## src/rtl/lsf_pkg.sv

```systemverilog
// Shared definitions for the LSF r-bin accumulator: FSM state encoding and default sizing.
package lsf_pkg;

  typedef enum logic [1:0] {
    ACCUM = 2'd0,
    SCAN  = 2'd1,
    DONE  = 2'd2
  } racc_state_e;

  localparam int LSF_W_BIN_DEF = 7;
  localparam int LSF_RBINS_DEF = 128;
  localparam int LSF_W_CNT_DEF = 4;

endpackage

```

## src/rtl/lsf_racc_argmax.sv

```systemverilog
// Running argmax tracker: keeps the first (lowest-index) bin holding the strictly largest count.
module lsf_racc_argmax #(
  parameter int W_IDX = 7,
  parameter int W_CNT = 4
) (
  input  logic             clk,
  input  logic             rst_n,
  input  logic             start,
  input  logic             vld,
  input  logic [W_IDX-1:0] idx,
  input  logic [W_CNT-1:0] count,
  output logic [W_IDX-1:0] best_bin,
  output logic [W_CNT-1:0] best_count
);

  always_ff @(posedge clk or negedge rst_n) begin
    if (!rst_n) begin
      best_bin   <= '0;
      best_count <= '0;
    end else if (start) begin
      best_bin   <= '0;
      best_count <= '0;
    end else if (vld && (count > best_count)) begin
      best_bin   <= idx;
      best_count <= count;
    end
  end

endmodule

```

## src/rtl/lsf_r_bin_accumulator.sv

```systemverilog
// Hough r-bin vote accumulator with per-event argmax scan.
// Optional drop counter output enabled by defining LSF_RACC_DROP_CNT_EN.
//
// state | meaning
// ACCUM | votes accepted, counters increment (saturating)
// SCAN  | one bin per cycle compared against best, then cleared
// DONE  | single-cycle max_vld strobe with the winning bin
module lsf_r_bin_accumulator
  import lsf_pkg::*;
#(
  parameter int W_bin_number_a = LSF_W_BIN_DEF,
  parameter int RBINS          = LSF_RBINS_DEF,
  parameter int W_CNT          = LSF_W_CNT_DEF
) (
  input  logic                      clk,
  input  logic                      rst_n,
  input  logic [W_bin_number_a-1:0] r_bin,
  input  logic                      r_bin_vld,
  input  logic                      evt_done,
  output logic                      ready,
  output logic [W_bin_number_a-1:0] max_bin,
  output logic [W_CNT-1:0]          max_count,
  output logic                      max_vld
`ifdef LSF_RACC_DROP_CNT_EN
  , output logic [7:0]              drop_cnt
`endif
);

  localparam logic [W_bin_number_a-1:0] LAST_IDX = W_bin_number_a'(RBINS - 1);
  localparam logic [W_CNT-1:0]          CNT_MAX  = '1;

  racc_state_e state_q, state_d;

  logic [W_bin_number_a-1:0] scan_idx;
  logic [W_CNT-1:0]          cnt [RBINS];
  logic [W_CNT-1:0]          scan_cnt;
  logic                      accum, scanning, start;
  logic [W_bin_number_a-1:0] best_bin, max_bin_q;
  logic [W_CNT-1:0]          best_count, max_count_q;

  always_ff @(posedge clk or negedge rst_n) begin
    if (!rst_n) state_q <= ACCUM;
    else        state_q <= state_d;
  end

  always_comb begin
    state_d   = state_q;
    accum     = 1'b0;
    scanning  = 1'b0;
    max_vld   = 1'b0;
    max_bin   = max_bin_q;
    max_count = max_count_q;
    case (state_q)
      ACCUM: begin
        accum = 1'b1;
        if (evt_done) state_d = SCAN;
      end
      SCAN: begin
        scanning = 1'b1;
        if (scan_idx == LAST_IDX) state_d = DONE;
      end
      DONE: begin
        max_vld   = 1'b1;
        max_bin   = best_bin;
        max_count = best_count;
        state_d   = ACCUM;
      end
      default: state_d = ACCUM;
    endcase
  end

  assign ready = accum;
  assign start = accum && evt_done;

  // Increment and clear share one process; a bin is never in both paths at once.
  always_ff @(posedge clk or negedge rst_n) begin
    if (!rst_n) begin
      for (int i = 0; i < RBINS; i++) cnt[i] <= '0;
    end else begin
      for (int i = 0; i < RBINS; i++) begin
        if (scanning && (scan_idx == W_bin_number_a'(i)))
          cnt[i] <= '0;
        else if (accum && r_bin_vld && (r_bin == W_bin_number_a'(i)) && (cnt[i] != CNT_MAX))
          cnt[i] <= cnt[i] + 1'b1;
      end
    end
  end

  always_comb begin
    scan_cnt = '0;
    for (int i = 0; i < RBINS; i++)
      if (scan_idx == W_bin_number_a'(i)) scan_cnt = cnt[i];
  end

  always_ff @(posedge clk or negedge rst_n) begin
    if (!rst_n)                             scan_idx <= '0;
    else if (scanning && scan_idx != LAST_IDX) scan_idx <= scan_idx + 1'b1;
    else                                    scan_idx <= '0;
  end

  lsf_racc_argmax #(
    .W_IDX (W_bin_number_a),
    .W_CNT (W_CNT)
  ) u_argmax (
    .clk        (clk),
    .rst_n      (rst_n),
    .start      (start),
    .vld        (scanning),
    .idx        (scan_idx),
    .count      (scan_cnt),
    .best_bin   (best_bin),
    .best_count (best_count)
  );

  // Result is captured on leaving DONE so outputs hold until the next strobe.
  always_ff @(posedge clk or negedge rst_n) begin
    if (!rst_n) begin
      max_bin_q   <= '0;
      max_count_q <= '0;
    end else if (state_q == DONE) begin
      max_bin_q   <= best_bin;
      max_count_q <= best_count;
    end
  end

`ifdef LSF_RACC_DROP_CNT_EN
  always_ff @(posedge clk or negedge rst_n) begin
    if (!rst_n)                                         drop_cnt <= '0;
    else if (r_bin_vld && !accum && (drop_cnt != 8'hFF)) drop_cnt <= drop_cnt + 8'd1;
  end
`endif

endmodule

```

## config.mk

```make
export PLATFORM = sky130hd
export DESIGN_NAME = lsf_r_bin_accumulator
export DESIGN_NICKNAME = d
export VERILOG_FILES = /design/src/rtl/lsf_pkg.sv /design/src/rtl/lsf_racc_argmax.sv /design/src/rtl/lsf_r_bin_accumulator.sv
export SDC_FILE = /design/constraint.sdc
export NUM_CORES = 2
export LEC_CHECK = 0
export ABC_AREA = 1
export CAP_MARGIN = 20
export CORE_ASPECT_RATIO = 0.6
export CORE_MARGIN = 2
export CORE_UTILIZATION = 55
export CTS_BUF_LIST = sky130_fd_sc_hd__clkbuf_2
export DETAILED_ROUTE_END_ITERATION = 16
export PLACE_DENSITY_LB_ADDON = 0.3
export SLEW_MARGIN = 20
export SYNTH_ARGS = -nofsm -noshare
export SYNTH_HDL_FRONTEND = slang
export SYNTH_SLANG_ARGS = --single-unit
```

## constraint.sdc

```tcl
create_clock -name clk -period 25.5 [get_ports clk]
set_clock_uncertainty 0.2 [all_clocks]
set_input_delay 5.1 -clock clk [delete_from_list [all_inputs] [get_ports clk]]
set_output_delay 5.1 -clock clk [all_outputs]
set_load 0.01 [all_outputs]
```

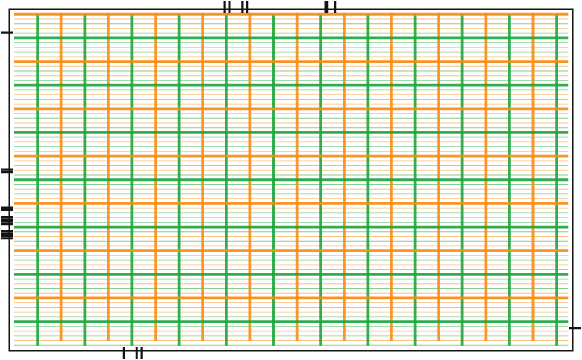
Fig. 1. Power grid.
Pins as bars on the die edge.
[VSS] green
[VDD] orange
met5 straps: 14
rows: 70
signal pins: 24
met4 straps: 23
met1 rails: 71

==> run_results.csv <==
group,metric,value,unit
run_status,status,"finished, final reports clean",
floorplanning,core-area,60700,um^2
power_and_ir_drop,power_density,41.5,nW/um^2
detailed_routing,drc_errors,0,
floorplanning,initCoreUtil,55.4,%
logic_synthesis,synth-edff-count,0,
detailed_routing,vias,33200,
timing,max_slew_margin,25.0,%
critical_path,start_kind,"flop",
layout,final_cell_mix,"nand2_1 (918), inv_1 (822), dfrtp_1 (543), a21oi_1 (469), nor2_1 (459)",
placed_design,gp_congestion,0.987,
critical_path,cp_top_family,"simple AND/OR/NAND/NOR gates",
timing,max_freq,73.9,MHz
critical_path,path_depth,136,
logic_synthesis,aoi_share,15.6,%
critical_path,rr_worst_depth,136,
placed_design,dp_hpwl,72900,um
worst_hold_path,hold_depth,1,
layout,num_antenna_cells,1,
global_route,top_usage_layer,"met1",
logic_synthesis,logic_family,"simple AND/OR/NAND/NOR gates",
layout,final_cells,5820,
logic_synthesis,yosysWarnings,0,
placed_design,dp_cells,5583,
clocking,cts_buffers,136,
critical_path,endpoint_kind,"flop",
logic_synthesis,ys_area,33600,um^2
clocking,cts-root-buf,"clkbuf_2",
critical_path,slowest_delay,0.55,ns
detailed_routing,wl_met2,37800,um
layout,comb_cells,3322,
logic_synthesis,ys_sh_simple,28.2,%
flow_run,cap_violations,0,
critical_path,r2r-end,"u_argmax.best_count[3]$_DFFE_PN0P_",
layout,nClkBuffers,188,
layout,area_growth,7.44,%
clocking,insertion_delay,1.22,ns
global_route,antenna_found_initial,4,
detailed_routing,viasPerCell,5.70,
critical_path,critPathBufInv,3,
critical_path,critPathRequiredTime,26.45,ns
global_route,gr-usage-met3,10.6,%
layout,logic_area,16700,um^2
logic_synthesis,synthMostInstantiatedCell,"nand2_1",
global_route,overflow,0,
worst_hold_path,holdPathEnd,"cnt[403]$_DFFE_PN0P_",
placed_design,placed_area,35000,um^2
layout,buffers,49,
logic_synthesis,ys_seq_share,40.4,%
layout,ff_latch_area,13600,um^2
logic_synthesis,synth_area,33600,um^2
layout,drive_above_1_share,6.09,%
global_route,grt_max_degree,149,
detailed_routing,first_pass_iters,8,
floorplanning,core.rowCount,70,
logic_synthesis,syn_nets,4896,
clocking,numClockSinks,543,
timing,setup-violations-final,0,
floorplanning,ioPinCount,24,
detailed_routing,wl_met3,13700,um
layout,sh_seq_area,37.6,%
clocking,ctsResizeCount,0,
floorplanning,nWellTaps,828,
worst_hold_path,min_from,"cnt[403]$_DFFE_PN0P_",
clocking,clk_pin_slew,0.11,ns
critical_path,cp_slowest_cell,"a21oi_1",
logic_synthesis,synthCells,4749,
clocking,post_cts_buffers,0,
critical_path,path_class,"flop to flop",
layout,flop-count,543,
timing,finalHoldViolCount,0,
detailed_routing,first_iter_violations,4135,
layout,fillCellCount,5686,
layout,lay_top_count,"nand2_1",
logic_synthesis,flop_cell,"dfrtp_1",
logic_synthesis,yosys-mux-area-fraction,0,%
global_route,grt_usage,32.5,%
logic_synthesis,ys_types,50,
timing,max_slew.worst_pin.slew,1.12,ns
detailed_routing,ant_nets,0,
critical_path,cp_common_cell,"nand2_1",
logic_synthesis,syn_area_per_cell,7.08,um^2
global_route,grt_pass1_vias,29600,
power_and_ir_drop,p_leak,16.7,nW
layout,n_all_inverters,841,
logic_synthesis,synth-seq-cells,543,
logic_synthesis,yosysTopAreaCell,"dfrtp_1",
detailed_routing,wirelength,103000,um
logic_synthesis,top_area_share,40.4,%
layout,comb_share,46.3,%
clocking,cts_hold_buf,0,
layout,final-clk-cell-share,3.26,%
timing,setup_tns,0,ns
clocking,ctsLongestPathBuffers,3,
logic_synthesis,synth_stat.cells,4749,
floorplanning,die_y,196,um
global_route,use_met2,40.9,%
detailed_routing,drt-wirelength-per-cell,17.6,um
timing,rsz0062_at_grt,"no",
critical_path,worstSetupEndpoint,"u_argmax.best_count[3]$_DFFE_PN0P_",
placed_design,port_buffers,23,
critical_path,crit_start,"scan_idx[0]$_DFF_PN0_",
flow_run,openroad.warnings,33,
global_route,use_met1,50.4,%
clocking,cts_tree,"built",
critical_path,crit_arrival,14.48,ns
global_route,grt_first_pass_wirelength,161000,um
logic_synthesis,yosys-top-cells-area,"dfrtp_1 (40%), nand2_1 (10%), inv_1 (9.2%)",
detailed_routing,wl_met1,47600,um
logic_synthesis,xor_share,0.885,%
layout,bufAreaShareNonClock,1.23,%
timing,min_period,13.52,ns
layout,fin_area,36100,um^2
logic_synthesis,synthTopCellsByCount,"nand2_1 (919), inv_1 (822), dfrtp_1 (543), a21oi_1 (469), nor2_1 (460)",
floorplanning,dieArea,63200,um^2
timing,maxSlewViolCount,0,
detailed_routing,top_layer,"met5",
layout,fin_nets,5040,
floorplanning,die-width,323,um
timing,fin_crit_sh,53.0,%
logic_synthesis,synthArstFlopShare,100,%
critical_path,regToRegSetupSlack,11.98,ns
power_and_ir_drop,ir_worst_vdd,0.0409,mV
critical_path,r2r-start,"scan_idx[0]$_DFF_PN0_",
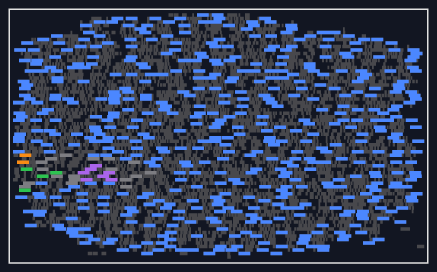
Fig. 2. Register map, names as in the netlist.
[`max_count_q`] green | flops: 4
[`cnt`] blue | flops: 512 | where: spread over the die
[`state_q`] orange | flops: 2
[`u_argmax.best_bin`] purple | flops: 7

[flip-flops by register name, summed over array words and instances (netlist names)]
name and flops:
cnt 512, max_bin_q 7, scan_idx 7, u_argmax.best_bin 7, max_count_q 4, u_argmax.best_count 4
state_q 2
[metrics by stage]
step / hold slack (ns) / total power [W] / util, % / setup WS (ns)
6_report: 0.264 / 0.00150 / 59.5 / 11.98
2_1_floorplan: 0.233 / 0.000882 / - / 15.94
3_5_place_dp: 0.250 / 0.000906 / 57.6 / 12.58
3_3_place_gp: 0.247 / 0.000906 / 57.6 / 12.59
4_1_cts: 0.265 / 0.00151 / 59.5 / 12.50
5_1_grt: 0.290 / 0.00156 / 59.5 / 10.68
[power breakdown]
part | switching, W | internal, W
clock | 0.000392 | 0.000219
combinational | 0.0000251 | 0.00000305
sequential | 0 | 0.000861
Power and IR drop assume default switching activity.
